==> config.mk <==
export PLATFORM = sky130hd
export DESIGN_NAME = act_sram_reader
export DESIGN_NICKNAME = d
export VERILOG_FILES = /design/src/rtl/act_sram_reader.sv
export SDC_FILE = /design/constraint.sdc
export NUM_CORES = 1
export LEC_CHECK = 0
export CAP_MARGIN = 15
export CORE_UTILIZATION = 45
export CTS_CLUSTER_SIZE = 12
export DETAILED_ROUTE_END_ITERATION = 16
export GPL_ROUTABILITY_DRIVEN = 1
export MAX_ROUTING_LAYER = met4
export PLACE_DENSITY = 0.82
export SYNTH_ARGS = -nofsm -noshare
export SYNTH_HDL_FRONTEND = slang
export SYNTH_SLANG_ARGS = --single-unit
==> constraint.sdc <==
create_clock -name clk -period 7.4 [get_ports clk]
set_input_delay 0.74 -clock clk [delete_from_list [all_inputs] [get_ports clk]]
set_output_delay 0.74 -clock clk [all_outputs]
set_load 0.03 [all_outputs]
Figure 1. Where the registers sit.
Drawn at 2 px/um.
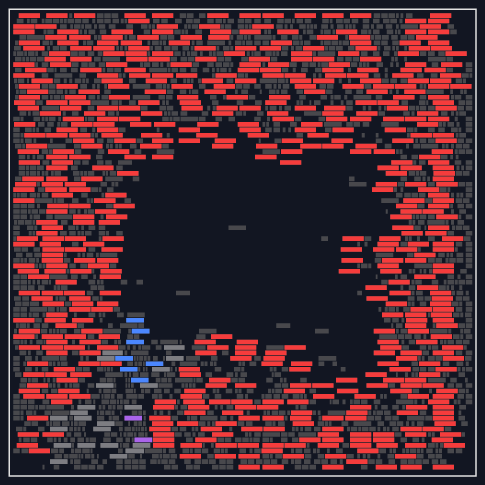
colour	name in the netlist	flops
blue	out_rem_q	7
purple	state_q	2
red	mem_q	540
Final Util: 60.8%
Flop area: 17000 um2
Seq power: 0.00496 W

Figure 2. Signal wires on met2.
Drawn at 1 px/um. Cells faint in the background.
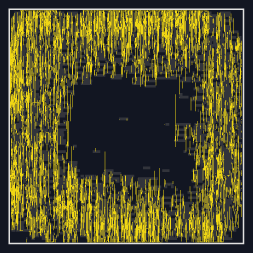
main direction	vertical
wire length on this layer	30.2 mm
longest straight run	68.2 um
share of all routed wire	49%
nets with wire on the layer	2144
routing usage on met2: 35.1%
WL final: 61.0 mm
vias post-DR: 16100

==> results.toml <==
# generated from flow reports
[finish]
finalNonFillerCells = 2920
num-clock-buffers = 82
n_antenna_cell = 10
final_area_um2 = 31900
syn2layout_area_growth_pct = 33.4
largest_register_ffs = 540
inverters = 12

[pwr]
total_power_w = 0.0155
power_density_nw_per_um2 = 485
internal_power_w = 0.00898

[critical_path]
critPathSlowestCell = "dfrtp_4"
critPathBufInv = 2
r2r_slack_ns = 3.58
critPathCaptureType = "output port"
crit_type = "flip-flop to output port"

[clock_network]
h-tree-depth = 2
cts_made_buffers = 58

[synth]
topCellsByArea = "edfxtp_1 (68%), mux2i_1 (11%), o21ai_0 (6.0%), nand3_1 (5.7%), dfrtp_1 (3.1%)"
async_flop_share_pct = 5.43
synth-seq-area-share_pct = 71.0
synthFlopType = "edfxtp_1"
edf_count = 540
avgSynthCellArea_um2 = 14.4
simple_gate_share_pct = 7.02
synth-seq-cells = 571

[status]
status = "complete, no violations"

[grt]
grt.busiest_layer = "met2"
grt_antenna_before_repair = 7
use_met1_pct = 26.0

[placement]
port_buffers = 570

[min_path]
hold_path_class = "flip-flop to flip-flop"

[die]
ios = 572
die_y_um = 233

[drt]
met3_length_mm = 4.80
m1WireLength_mm = 23.1
routed.top_layer = "met4"

[final_timing]
fmax_mhz = 217
min_period_over_period_pct = 62.4
setup_viol = 0
Power and IR drop assume default switching activity.
